==> src/rtl/dff_bist_ctrl.sv <==
// Self-test sequencer for one resettable D flip-flop: checks Q clears under reset, then
// compares Q against an LFSR stream delayed by LAT. Optional DFF_BIST_QN_EN adds DUT_QN checks.
module dff_bist_ctrl #(
  parameter int         RST_CYCLES = 4,
  parameter int         LAT        = 1,
  parameter logic [7:0] SEED       = 8'hA5,
  parameter int         CNT_W      = 16
) (
  input  logic             CLK,
  input  logic             RESET,
  input  logic             START,
  input  logic [CNT_W-1:0] RUN_LEN,
  output logic             DUT_RESET_B,
  output logic             DUT_D,
  input  logic             DUT_Q,
`ifdef DFF_BIST_QN_EN
  input  logic             DUT_QN,
`endif
  output logic             BUSY,
  output logic             DONE,
  output logic             PASS,
  output logic [CNT_W-1:0] ERR_CNT
);

  localparam int         RST_W    = (RST_CYCLES > 1) ? $clog2(RST_CYCLES) : 1;
  localparam logic [7:0] SEED_EFF = (SEED == 8'h00) ? 8'h01 : SEED;

  typedef enum logic [2:0] {S_IDLE, S_RST, S_RUN, S_DRAIN, S_DONE} state_t;

  state_t           state;
  logic [RST_W-1:0] rst_cnt;
  logic [CNT_W-1:0] run_cnt;
  logic [3:0]       drain_cnt;
  logic [7:0]       lfsr;
  logic [LAT:0]     pipe_vld;
  logic [LAT:0]     pipe_bit;

  logic             start_ok;
  logic             rst_chk;
  logic [1:0]       inc;
  logic [CNT_W:0]   err_sum;
  logic [CNT_W-1:0] err_next;
  logic             push_vld;

  // START is only honoured once DONE is visible, so the final compare never races a restart.
  always_comb begin
    // NOTE: every variable gets a default first so no path can infer a latch.
    start_ok = START && ((state == S_IDLE) || ((state == S_DONE) && DONE));
    rst_chk  = (state == S_RST) && (rst_cnt == '0);
    push_vld = (state == S_RUN);
    inc      = 2'd0;
    if (rst_chk && DUT_Q) inc = inc + 2'd1;
    if (pipe_vld[LAT] && (DUT_Q != pipe_bit[LAT])) inc = inc + 2'd1;
`ifdef DFF_BIST_QN_EN
    if (rst_chk && !DUT_QN) inc = inc + 2'd1;
    if (pipe_vld[LAT] && (DUT_QN == DUT_Q)) inc = inc + 2'd1;
`endif
    err_sum  = {1'b0, ERR_CNT} + (CNT_W+1)'(inc);
    err_next = err_sum[CNT_W] ? '1 : err_sum[CNT_W-1:0];
  end

  // Outputs are registered from the current state, so they trail the state register by one cycle;
  // pipe[0] therefore lines up with DUT_D and pipe[LAT] with DUT_Q.
  always_ff @(posedge CLK) begin
    if (RESET) begin
      // NOTE: all state uses non-blocking assignments; the expected pipe is reset like any register.
      state       <= S_IDLE;
      rst_cnt     <= '0;
      run_cnt     <= '0;
      drain_cnt   <= '0;
      lfsr        <= SEED_EFF;
      pipe_vld    <= '0;
      pipe_bit    <= '0;
      DUT_RESET_B <= 1'b0;
      DUT_D       <= 1'b0;
      BUSY        <= 1'b0;
      DONE        <= 1'b0;
      PASS        <= 1'b0;
      ERR_CNT     <= '0;
    end else begin
      BUSY        <= (state == S_RST) || (state == S_RUN) || (state == S_DRAIN);
      DONE        <= (state == S_DONE) && !start_ok;
      PASS        <= (state == S_DONE) && !start_ok && (err_next == '0);
      DUT_RESET_B <= (state == S_RUN) || (state == S_DRAIN);
      ERR_CNT     <= start_ok ? '0 : err_next;
      pipe_vld    <= {pipe_vld[LAT-1:0], push_vld};
      pipe_bit    <= {pipe_bit[LAT-1:0], push_vld & lfsr[0]};

      case (state)
        S_RUN:   DUT_D <= lfsr[0];
        S_DRAIN: DUT_D <= DUT_D;
        default: DUT_D <= 1'b0;
      endcase

      case (state)
        S_IDLE, S_DONE: begin
          if (start_ok) begin
            run_cnt <= RUN_LEN;
            lfsr    <= SEED_EFF;
            rst_cnt <= RST_W'(RST_CYCLES - 1);
            state   <= S_RST;
          end
        end
        S_RST: begin
          if (rst_cnt == '0) begin
            drain_cnt <= 4'(LAT - 1);
            state     <= (run_cnt != '0) ? S_RUN : S_DRAIN;
          end else begin
            rst_cnt <= rst_cnt - RST_W'(1);
          end
        end
        S_RUN: begin
          // x^8+x^6+x^5+x^4+1, shifting toward bit 0
          lfsr    <= {lfsr[0] ^ lfsr[2] ^ lfsr[3] ^ lfsr[4], lfsr[7:1]};
          run_cnt <= run_cnt - CNT_W'(1);
          if (run_cnt == CNT_W'(1)) state <= S_DRAIN;
        end
        S_DRAIN: begin
          if (drain_cnt == 4'd0) state <= S_DONE;
          else                   drain_cnt <= drain_cnt - 4'd1;
        end
        default: state <= S_IDLE;
      endcase
    end
  end

endmodule

==> config.mk <==
export PLATFORM = sky130hd
export DESIGN_NAME = dff_bist_ctrl
export DESIGN_NICKNAME = d
export VERILOG_FILES = /design/src/rtl/dff_bist_ctrl.sv
export SDC_FILE = /design/constraint.sdc
export NUM_CORES = 1
export LEC_CHECK = 0
export CAP_MARGIN = 20
export CORE_UTILIZATION = 54
export CTS_CLUSTER_SIZE = 24
export DETAILED_ROUTE_END_ITERATION = 6
export GPL_ROUTABILITY_DRIVEN = 0
export PLACE_DENSITY = 0.79
export SLEW_MARGIN = 20
export SYNTH_ARGS = -nofsm -noshare
export SYNTH_HDL_FRONTEND = slang
export SYNTH_SLANG_ARGS = --single-unit
==> constraint.sdc <==
create_clock -name CLK -period 4 [get_ports CLK]
set_input_delay 0.8 -clock CLK [delete_from_list [all_inputs] [get_ports CLK]]
set_output_delay 0.8 -clock CLK [all_outputs]
set_load 0.03 [all_outputs]
==> run_1/final_clocks.png <==
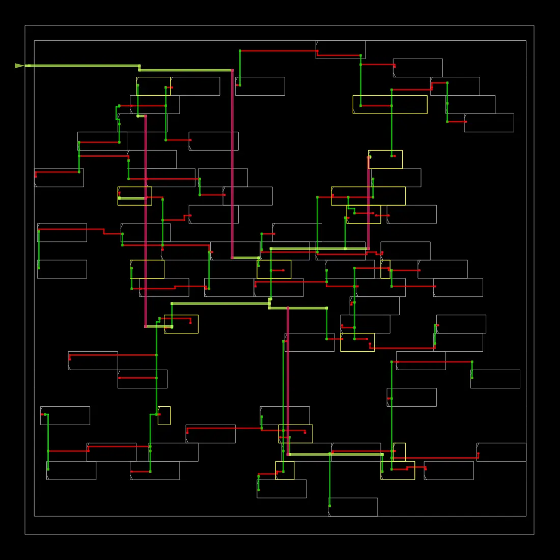
Latency at later pin: 340 ps
Clock Buffer Count: 11
Seq cells: 58

==> run_1/clock_map.png <==
Drawn at 6 px/µm.
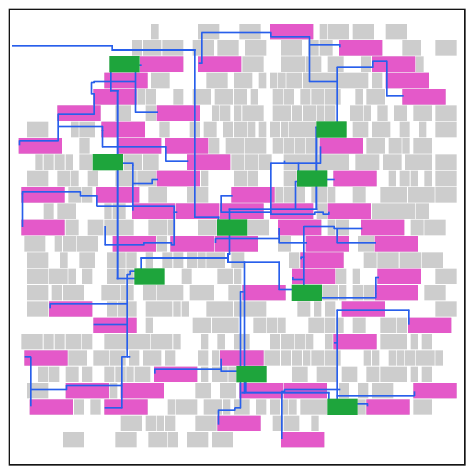
[magenta] flip-flops | count: 58
[green] cells driving clock nets | count: 9
[blue] clock wires | length: 751 µm
routed clock nets: 10
Power Clock: 0.600 mW
Clock Power Share: 0.332

==> run_1/metal_stack.png <==
Drawn at 4 px/µm.
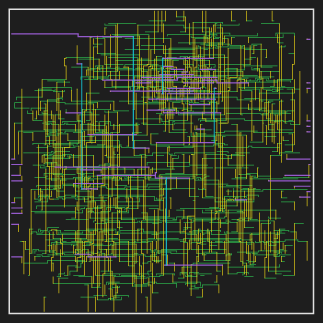
[green] met1 | wire length: 3290 µm
[cyan] met4 | wire length: 103 µm
[yellow] met2 | wire length: 3000 µm
[purple] met3 | wire length: 389 µm
Post-Route WL: 6.78 mm
wire per inst: 14.8 µm
total global-route track usage: 0.251
DR vias: 2653

==> run_1/gate_families.png <==
Drawn at 4 px/µm.
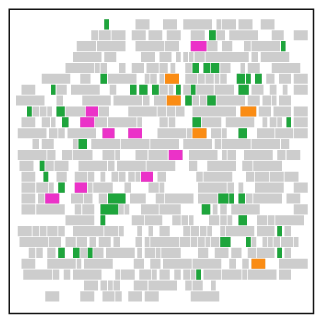
[magenta] AND-OR and OR-AND gates | cells: 9 | most used: a22o_1
[orange] multiplexers | cells: 5 | most used: mux2i_1
[green] NAND gates | cells: 45 | most used: nand2_1
combinational share of cell area: 0.451
most frequent logic cell in the layout: dfxtp_1

==> results.toml, run 1 <==
# generated from flow reports
[floorplan]
die_y_um = 75.7
fp_util = 0.567
core_area_mm2 = 0.00517
tap-cell-count = 70

[final_layout]
clk_share = 0.0608
n_all_buffers = 47
syn2layout_area_growth_pct = 22.7
antenna_cells = 0
postLayoutCellArea_mm2 = 0.00360
mi_logic_area_mm2 = 0.00162

[global_route]
use_met3 = 0.0556
grt_pass1_vias = 2368
grt_max_degree = 21

[final_timing]
rsz0062_at_grt = "no"
final_hold_viol_count = 0
relSlewSlack = 0.541
setup_slack_ps = 483

[clock_tree]
cts.sinks = 58
cts_buffers = 9
post-cts-setup-buffer-count = 0

[critical_path]
arrival_ps = 3770
path_delay_family = "simple AND/OR/NAND/NOR gates"
rr_endpoint = "ERR_CNT[0]"
path_buffers = 3
critical_path_depth = 12
reg2reg_from = "rst_cnt[0]"
critPathCaptureType = "register"
r2r.worst_path.cells = 14
critPathMaxStageDelay_ps = 480
crit_start = "DUT_Q"
slowest_stage = "nor4_2"

[power]
power_density_mw_per_mm2 = 503
switching_power_mw = 0.592
p_leak_nw = 1.24
total_power_mw = 1.81

[detailed_routing]
ant_nets = 0
wl_met1_mm = 3.29
wl_met2_mm = 3.00
route.met3.wl_um = 388
top_layer = "met4"

[synthesis]
fp_nets = 373
muxShareOfSynthArea = 0.0175
top_area_frac = 0.396
syn_area_per_cell_um2 = 8.52
syn_inst = 344

[min_path]
holdPathStages = 1
holdPathEnd = "pipe_vld[1]"

[place]
io_buffer_count = 40
place_area_mm2 = 0.00338

[status]
status = "complete, no violations"
==> run_1/met3.png <==
Drawn at 6 px/µm.
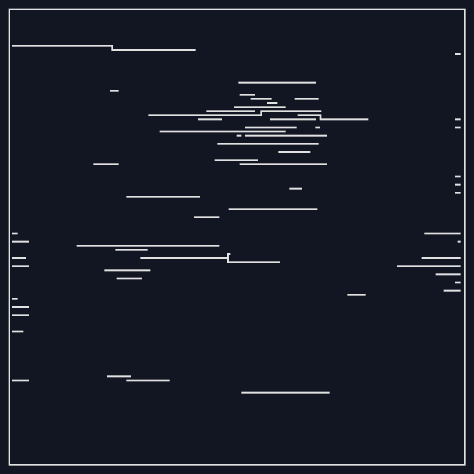

==> inputs of run 2 (changes only) <==
MAX_ROUTING_LAYER = met4   (was not set)
SETUP_SLACK_MARGIN = 0.3   (was not set)
==> run_2/met3.png <==
Drawn at 6 px/µm.
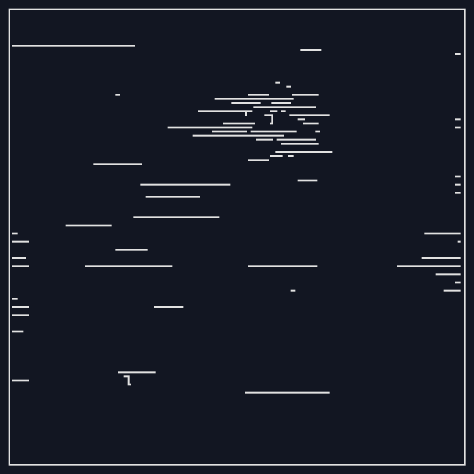
longest straight run: 20.2 µm
share of all routed wire: 4.8%
nets with wire on the layer: 53
main direction: horizontal
Post-Route WL: 6.76 mm
met3 Use GR: 0.0675
DR vias: 2701

==> run_2/final_clocks.png <==
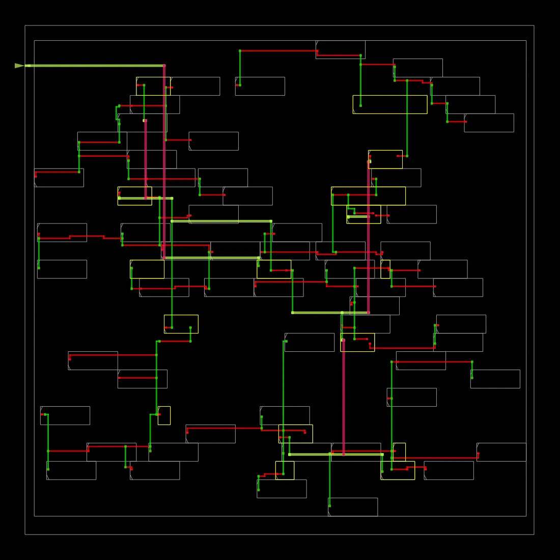
Worst Skew: 6.18 ps
Power Clock: 0.597 mW
Latency at later pin: 330 ps
CTS buffer count: 9
clock sinks: 58

==> results.toml, run 2 <==
# generated from flow reports
[status]
status = "complete, no violations"

[synthesis]
muxShareOfSynthArea = 0.0175
top_area_frac = 0.396

[global_route]
grt_max_degree = 21
grt_use_total = 0.259

[final_timing]
setup_slack_ps = 455
final_hold_viol_count = 0
relSlewSlack = 0.550

[critical_path]
arrival_ps = 3790
crit_start = "DUT_Q"
slowest_stage = "nor4_2"
path_buffers = 3
critical_path_depth = 12

[floorplan]
tap-cell-count = 70

[min_path]
holdPathStages = 1

[power]
pwr-share-clk = 0.331

[place]
io_buffer_count = 40

[detailed_routing]
top_layer = "met4"
ant_nets = 0
wl_met1_mm = 3.27

[final_layout]
postLayoutCellArea_mm2 = 0.00360
comb_area_frac = 0.451
antenna_cells = 0
layout.cells.most_common = "dfxtp_1"
flop-count = 58
No activity file was given, so power comes from the tool's default toggle rates.
